==> config.mk <==
export PLATFORM = sky130hd
export DESIGN_NAME = data_sync_tx
export DESIGN_NICKNAME = d
export VERILOG_FILES = /design/src/rtl/data_sync_tx.sv
export SDC_FILE = /design/constraint.sdc
export NUM_CORES = 1
export LEC_CHECK = 0
export ABC_AREA = 1
export CAP_MARGIN = 25
export CORE_MARGIN = 1
export CORE_UTILIZATION = 40
export DETAILED_ROUTE_END_ITERATION = 10
export GPL_ROUTABILITY_DRIVEN = 0
export PLACE_DENSITY = 0.78
export SYNTH_ARGS = -nofsm -noshare
export SYNTH_HDL_FRONTEND = slang
export SYNTH_SLANG_ARGS = --single-unit
==> constraint.sdc <==
create_clock -name clk -period 1.4 [get_ports clk]
set_input_delay 0.14 -clock clk [delete_from_list [all_inputs] [get_ports clk]]
set_output_delay 0.14 -clock clk [all_outputs]
set_load 0.01 [all_outputs]
Figure 1. Cell density map (run 1).
8 x 8 tiles, from black (low) to pale yellow (high), 0 to 100% covered.
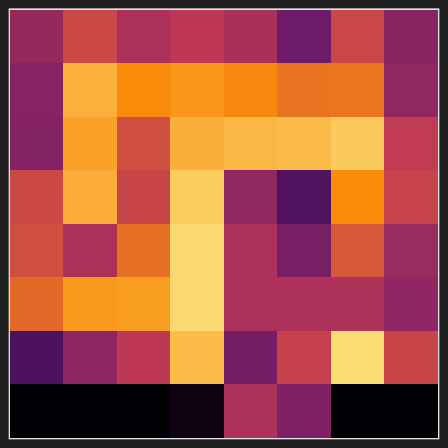
tiles over 75% full	25%
nearly empty tiles	7.8%
emptiest ninth of the die	south-west
mean over tiles	52%
fullest tile	92%
core area: 1330 um2
fp_density: 44.1%

Figure 2. Register map, names as in the netlist (run 1).
The bar under the picture is 10 um long. Other sequential cells in the stronger grey, the rest of the logic in the fainter grey.
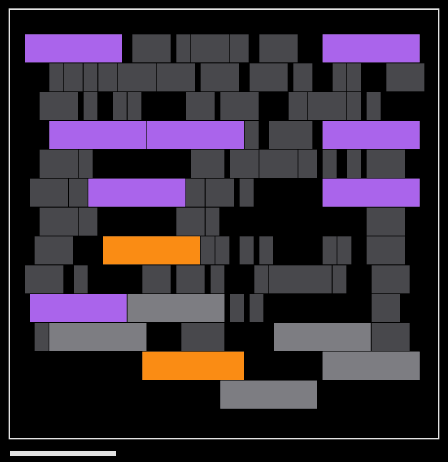
colour	signal	sequential cells
orange	`state_q`	2
purple	`unsync_bus`	8
Seq area share: 43.3%
sequential power: 714 uW
Final Util: 65.2%
FF/Latch Area: 377 um2

Figure 3. Routed metal, one colour a layer (run 1).
The bar under the picture is 10 um long. Two of the layers only.
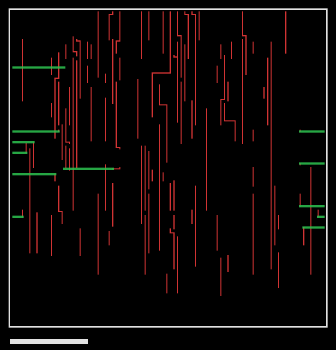
colour	layer	wire length
green	M3	41.2 um
red	M2	578 um
Total GRT Usage: 16.0%
final wirelength: 1130 um

Figure 4. Cell classes on the final placement (run 1).
The bar under the picture is 10 um long. Fill, decap, tap and diode cells in grey.
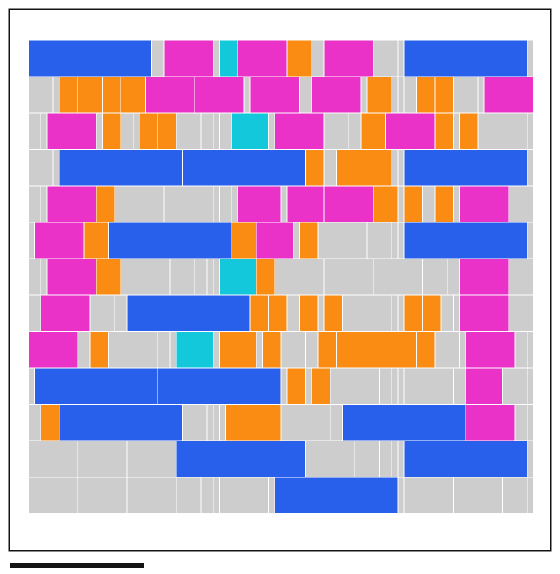
colour	class	cells
orange	remaining logic cells	41
magenta	remaining buffers and delay cells	26
cyan	clock drivers and dummy loads	4
blue	registers	15
finished layout cell area: 870 um2
Row Count: 13

==> impl_metrics.yaml, run 1 <==
# synthesis and place-and-route metrics
clock_network:
  insertion_delay_ns: 0.28
  hold_buffers: 0
  clkSinkCount: 15
  cts_tree: "done"
  cts-buffers-inserted: 3
  cts_resized: 2
finish:
  buffers: 26
  fillers: 119
  layout.area.comb_um2: 185
  syn_to_final_growth_pct: 47.9
  inv_count: 3
  ff_count: 15
global_routing:
  met2_usage_pct: 25.8
  antenna_found_initial: 0
  grt_pass1_vias: 387
  top_usage_layer: "met2"
  gr-usage-met3_pct: 5.00
  grt_pass1_wl_um: 1600
setup_path:
  path_class: "flop to output port"
  cpLargestDelayFamily: "buffers and inverters"
  path_cells: "clkdlybuf4s50_1"
route:
  routed.top_layer: "met4"
  wl_per_cell_um: 11.2
  route.met3.wl_um: 41
final_timing:
  finalSetupViolCount: 0
  period_minus_slack_ns: 1.32
  hold_ws_ns: 0.171
  rsz0062_at_grt: "false"
  timing.fmax_mhz: 760
yosys:
  top_cells_by_count: "22 x nand2_1, 15 x dfrtp_1, 8 x nand3_1, 3 x inv_1, 3 x nor2_1"
  ys_sh_adder_pct: 0
  synthArstFlopShare_pct: 100
  ys_area_um2: 588
  top_cell: "nand2_1"
  syn_area_per_cell_um2: 10.1
  synth_cells: 58
  synth_flops: 15
  fp_nets: 70
pwr:
  pwr-share-comb_pct: 46.1
  intPower_uw: 1150
  p_sw_uw: 624
  pwr-share-clk_pct: 13.6
place:
  io_buffers: 23
job:
  warnings: 26
  drv_cap: 0
outcome:
  status: "completed"
==> run 2, diff against run 1 <==
CORE_ASPECT_RATIO = 0.75   (was not set)
CORE_UTILIZATION = 25   (was 40)
CTS_CLUSTER_DIAMETER = 40   (was not set)
PLACE_DENSITY = 0.54   (was 0.78)
Figure 5. Register map, names as in the netlist (run 2).
The bar under the picture is 20 um long. Other sequential cells in the stronger grey, the rest of the logic in the fainter grey.
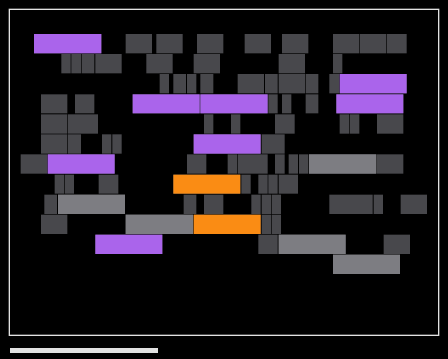
colour	signal	sequential cells
orange	`state_q`	2
purple	`unsync_bus`	8
Seq area share: 42.3%
Final Util: 42.2%
sequential power: 704 uW
FF/Latch Area: 375 um2

==> impl_metrics.yaml, run 2 <==
# synthesis and place-and-route metrics
clock_network:
  cts_tree: "done"
  hold_buffers: 0
  insertion_delay_ns: 0.28
finish:
  fillers: 214
  inv_count: 3
  syn_to_final_growth_pct: 50.9
  final_area_um2: 887
  ff_count: 15
yosys:
  synth_flops: 15
  synth_cells: 58
  top_cells_by_count: "22 x nand2_1, 15 x dfrtp_1, 8 x nand3_1, 3 x inv_1, 3 x nor2_1"
  syn_area_per_cell_um2: 10.1
global_routing:
  top_usage_layer: "met2"
  met2_usage_pct: 16.8
  grt_pass1_vias: 426
outcome:
  violations: "design-rule violations"
  status: "finished with violations"
place:
  io_buffers: 23
route:
  drcViolationCount: 1
  wl_per_cell_um: 10.4
  wirelength_um: 1150
pwr:
  p_sw_uw: 628
  pwr-share-comb_pct: 46.7
  pwr-share-clk_pct: 13.9
die:
  core_um2: 2100
  row_count: 14
final_timing:
  hold_ws_ns: 0.154
  timing.fmax_mhz: 751
setup_path:
  path_cells: "clkdlybuf4s50_1"
  path_class: "flop to output port"
No activity file was given, so power comes from the tool's default toggle rates.
